`config.mk`:
```
export PLATFORM = sky130hd
export DESIGN_NAME = pipe_hazard_ctrl
export DESIGN_NICKNAME = d
export VERILOG_FILES = /design/src/rtl/pipe_hazard_ctrl.sv
export SDC_FILE = /design/constraint.sdc
export NUM_CORES = 1
export LEC_CHECK = 0
export CORE_UTILIZATION = 44
export DETAILED_ROUTE_END_ITERATION = 10
export GPL_TIMING_DRIVEN = 0
export HOLD_SLACK_MARGIN = 0.12
export MAX_ROUTING_LAYER = met4
export PLACE_DENSITY = 0.85
export REMOVE_ABC_BUFFERS = 1
export SYNTH_ARGS = -nofsm -noshare
export SYNTH_HDL_FRONTEND = slang
export SYNTH_SLANG_ARGS = --single-unit
```
`constraint.sdc`:
```
create_clock -name sys_clk -period 2.7 [get_ports sys_clk]
set_input_delay 0.27 -clock sys_clk [delete_from_list [all_inputs] [get_ports sys_clk]]
set_output_delay 0.27 -clock sys_clk [all_outputs]
set_load 0.05 [all_outputs]
```
`src/rtl/pipe_hazard_ctrl.sv`:
```
// pipe_hazard_ctrl: stall/flush/redirect sequencer for the 5-stage pipeline; PIPE_PERF_CNT_EN adds perf counters
module pipe_hazard_ctrl (
   input  logic        sys_clk,
   input  logic        rst_n,
   input  logic [4:0]  id_rs,
   input  logic [4:0]  id_rt,
   input  logic        id_use_rs,
   input  logic        id_use_rt,
   input  logic        ex_is_load,
   input  logic [4:0]  ex_rd,
   input  logic        ex_stall,
   input  logic        ex_do_jump,
   input  logic [31:0] ex_j_addr,
   input  logic        mem_stall,
   output logic        pc_en,
   output logic        if_id_en,
   output logic        id_ex_en,
   output logic        ex_mem_en,
   output logic        mem_wb_en,
   output logic        if_id_flush,
   output logic        id_ex_bubble,
   output logic        ex_mem_bubble,
   output logic        mem_wb_bubble,
   output logic        pc_redirect,
   output logic [31:0] pc_target,
   output logic [1:0]  ctrl_state
`ifdef PIPE_PERF_CNT_EN
   ,
   output logic [31:0] perf_stall_cycles,
   output logic [31:0] perf_flush_count
`endif
);
   localparam logic [1:0] RUN        = 2'd0;
   localparam logic [1:0] EX_WAIT    = 2'd1;
   localparam logic [1:0] MEM_WAIT   = 2'd2;
   localparam logic [1:0] REDIR_PEND = 2'd3;

   logic        load_use;
   logic        pend;
   logic        pend_nx;
   logic [31:0] pend_addr;

   assign load_use = ex_is_load && ex_rd != 5'd0 &&
                     ((id_use_rs && id_rs == ex_rd) || (id_use_rt && id_rt == ex_rd));

   // a pending redirect survives stalls, is created by a jump blocked by load-use, and issues otherwise
   assign pend_nx = (mem_stall || ex_stall) ? pend : load_use ? (pend || ex_do_jump) : 1'b0;

   // priority resolution of the hazard sources into per-stage controls
   always_comb begin
      pc_en         = 1'b1;
      if_id_en      = 1'b1;
      id_ex_en      = 1'b1;
      ex_mem_en     = 1'b1;
      mem_wb_en     = 1'b1;
      if_id_flush   = 1'b0;
      id_ex_bubble  = 1'b0;
      ex_mem_bubble = 1'b0;
      mem_wb_bubble = 1'b0;
      pc_redirect   = 1'b0;
      pc_target     = 32'd0;
      if (!rst_n) begin
         pc_en         = 1'b0;
         if_id_en      = 1'b0;
         id_ex_en      = 1'b0;
         ex_mem_en     = 1'b0;
         mem_wb_en     = 1'b0;
         if_id_flush   = 1'b1;
         id_ex_bubble  = 1'b1;
         ex_mem_bubble = 1'b1;
         mem_wb_bubble = 1'b1;
      end else if (mem_stall) begin
         pc_en         = 1'b0;
         if_id_en      = 1'b0;
         id_ex_en      = 1'b0;
         ex_mem_en     = 1'b0;
         mem_wb_en     = 1'b0;
         mem_wb_bubble = 1'b1;
      end else if (ex_stall) begin
         pc_en         = 1'b0;
         if_id_en      = 1'b0;
         id_ex_en      = 1'b0;
         ex_mem_bubble = 1'b1;
      end else if (load_use) begin
         pc_en        = 1'b0;
         if_id_en     = 1'b0;
         id_ex_bubble = 1'b1;
      end else if (pend || ex_do_jump) begin
         pc_redirect = 1'b1;
         if_id_flush = 1'b1;
         pc_target   = pend ? pend_addr : ex_j_addr;
      end
   end

   // pending redirect register and diagnostic state
   always_ff @(posedge sys_clk) begin
      if (!rst_n) begin
         pend       <= 1'b0;
         pend_addr  <= 32'd0;
         ctrl_state <= RUN;
      end else begin
         pend       <= pend_nx;
         if (!mem_stall && !ex_stall && load_use && ex_do_jump && !pend)
            pend_addr <= ex_j_addr;
         ctrl_state <= mem_stall ? MEM_WAIT : ex_stall ? EX_WAIT : pend_nx ? REDIR_PEND : RUN;
      end
   end

`ifdef PIPE_PERF_CNT_EN
   // stall-cycle and flush counters, wrapping at 2^32
   always_ff @(posedge sys_clk) begin
      if (!rst_n) begin
         perf_stall_cycles <= 32'd0;
         perf_flush_count  <= 32'd0;
      end else begin
         if (mem_stall || ex_stall || load_use)
            perf_stall_cycles <= perf_stall_cycles + 32'd1;
         if (if_id_flush)
            perf_flush_count <= perf_flush_count + 32'd1;
      end
   end
`endif
endmodule

```
**Drive-strength map**

The bar under the picture is 20 um long.
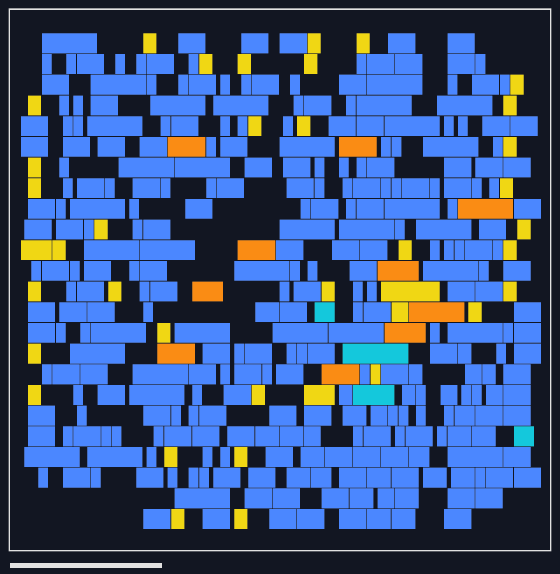
Key: drive 2 = yellow [cells 38, share 11%]; drive 6 and up = orange [cells 10, share 2.9%]; drive 3 to 4 = cyan [cells 4, share 1.1%]; drive 1 or less = blue [cells 298, share 85%]
area delta synth->final: 45.4%
Non-clk bufs: 103
Final Worst Setup Slack: 0.0527 ns

**Clock network drawn from the DEF**

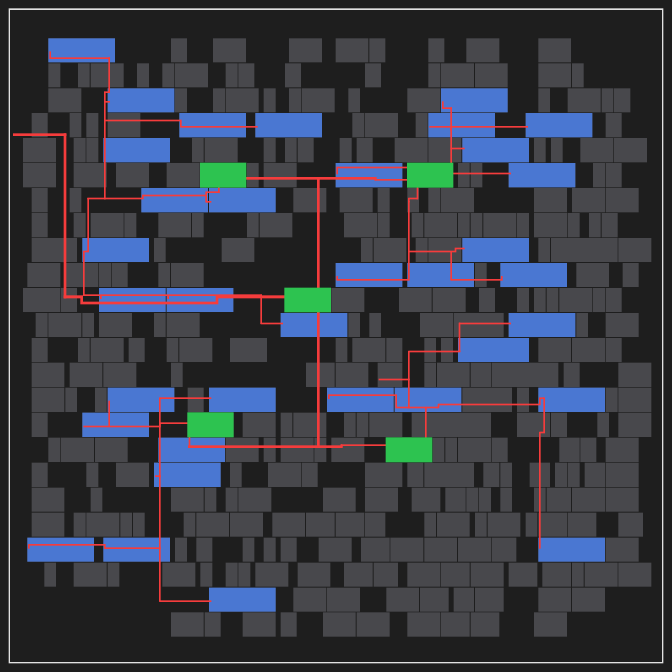
Key: flip-flops = blue [count 35]; cells driving clock nets = green [count 5]; clock wires = red [length 435 um]
There are 6 routed clock nets.
clk_skew: 0.00343 ns
Clock Power: 367 uW

**Placement by cell class**

The bar under the picture is 20 um long.
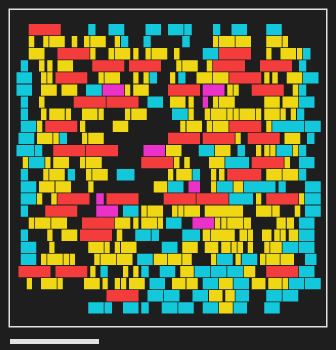
Key: all other logic = yellow [cells 204]; clock drivers and dummy loads = magenta [cells 8]; flip-flops = red [cells 35]; other buffers and delay cells = cyan [cells 103]
design area: 0.00305 mm2
# rows: 24
Seq/total area: 0.230

**The clock network**

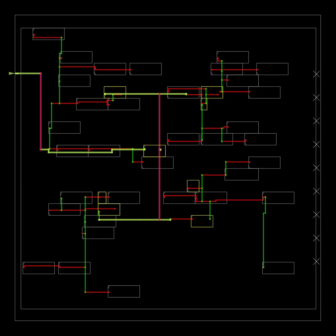
CTS Buf Count: 5
clock buffers: 6
clk ins delay skew pair: 0.28 ns
CTS Sinks: 35
Flops: 35

**I/O pins on the die edge**

Pins as bars across the die edge, other pins in grey.
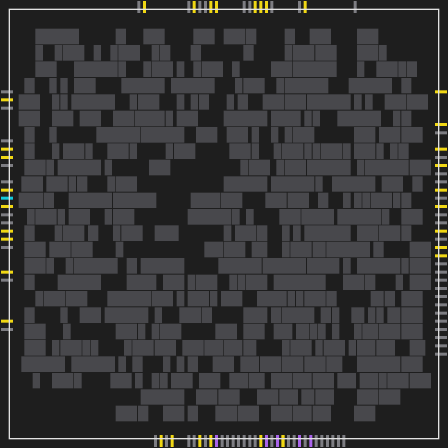
Key: id_rs = purple [pins 5, direction input, edge south]; pc_redirect = cyan [pins 1, direction output, edge west]; pc_target = yellow [pins 32, direction output, edge 9 west, 9 east, 8 north, 6 south]
Port Buffer Count: 98
die height: 71.0 um
Die Span X: 71.0 um

==> worst max-delay path, stage by stage <==
cell	delay [ns]
clkdlybuf4s50_1	0.47
or4_1	0.56
o21a_1	0.23
inv_2	0.09
nor2_1	0.09
nor2_1	0.14
dlygate4sd2_1	0.54
==> layer usage <==
metal / routed length, um / track usage / vias up
li1: - / - / 1035
met1: 2310 / 0.253 / 927
met2: 2600 / 0.397 / 63
met3: 281 / 0.0527 / 9
met4: 82 / 0.0667 / 0
met5: 0 / - / -
==> what timing repair did <==
| action | in CTS | in global routing |
|---|---|---|
| pin swaps | 0 | 0 |
| setup endpoints to repair | 37 | 35 |
| resized | 112 | 63 |
| cloned | 0 | 0 |
==> CHANGELOG.md <==
## Implementation

- Status: complete, but fails checks
- Violated checks: DRC
- First-pass GRT wire length: 8780 um
- Setup WS pre-CTS: -0.773 ns
- Simple Share, Synth: 0.218
- DRC errors left: 9
- Max Cap Viol: 0
- Final ANT Viol Nets: 0
- Pwr Density: 387 mW/mm2
- Final hold vios: 0
- Synthesized area: 0.00210 mm2
- Multiplexer share: 0.305
- Largest logic family: multiplexers
- Non-clock buffer share: 0.295
- Internal Pwr Total: 834 uW
- Top-Level Pins: 99
- Mean cell area of the mapped netlist: 8.10 um2
- Synthesis area per yosys: 0.00210 mm2
- Chip area: 0.00505 mm2
- Maximum fanout along the worst path: 4
- Hold Path Depth: 2
- Rel. slew slack: 0.491
- End point of the critical path: pc_en
- VDD IR max: 0.271 mV
- Number of cells after detailed placement: 394
- Setup violators final: 0
- WL/cell: 13.1 um
- Sw Ratio: 0.292
- Worst-case clock buffer depth: 2
- Cells after synthesis: 259
- R2r setup slk: 0.70 ns
- Logic inverters: 6
- Crit Path Class: in2out
- Fmax achieved: 0.378 GHz
- Fillers: 406
- WL final: 5270 um
- Clock-cell share: 0.0279
- RSZ-0062 raised after global routing: yes
- Largest net degree at the start of global routing: 46
- Flip-flops with a built-in enable: 0
- Most flops, register: pend_addr
- Yosys warns: 0
- Ys cells: 259
- Post-synth cell types: 26
- Sequential share of power: 0.442
- Largest regs: pend_addr x32, ctrl_state x2, pend x1
- # nets final: 404
- Max reg flops: 32
- Slew of the pin with the lowest slew margin: 0.761 ns
- Tap Count: 52
- Top-count cell post-synth: nand2_1
- Flops after synth: 35
- Starting density of the core: 0.469
- Worst Hold Launch: pend_addr[3]$_SDFFE_PN0P_
- Area after DPL: 0.00311 mm2
- Comb area share: 0.418
- Final TNS setup: 0 ns
- Utilization after layout: 0.681
Power figures rest on the tool's default switching activity, not on a simulated workload.
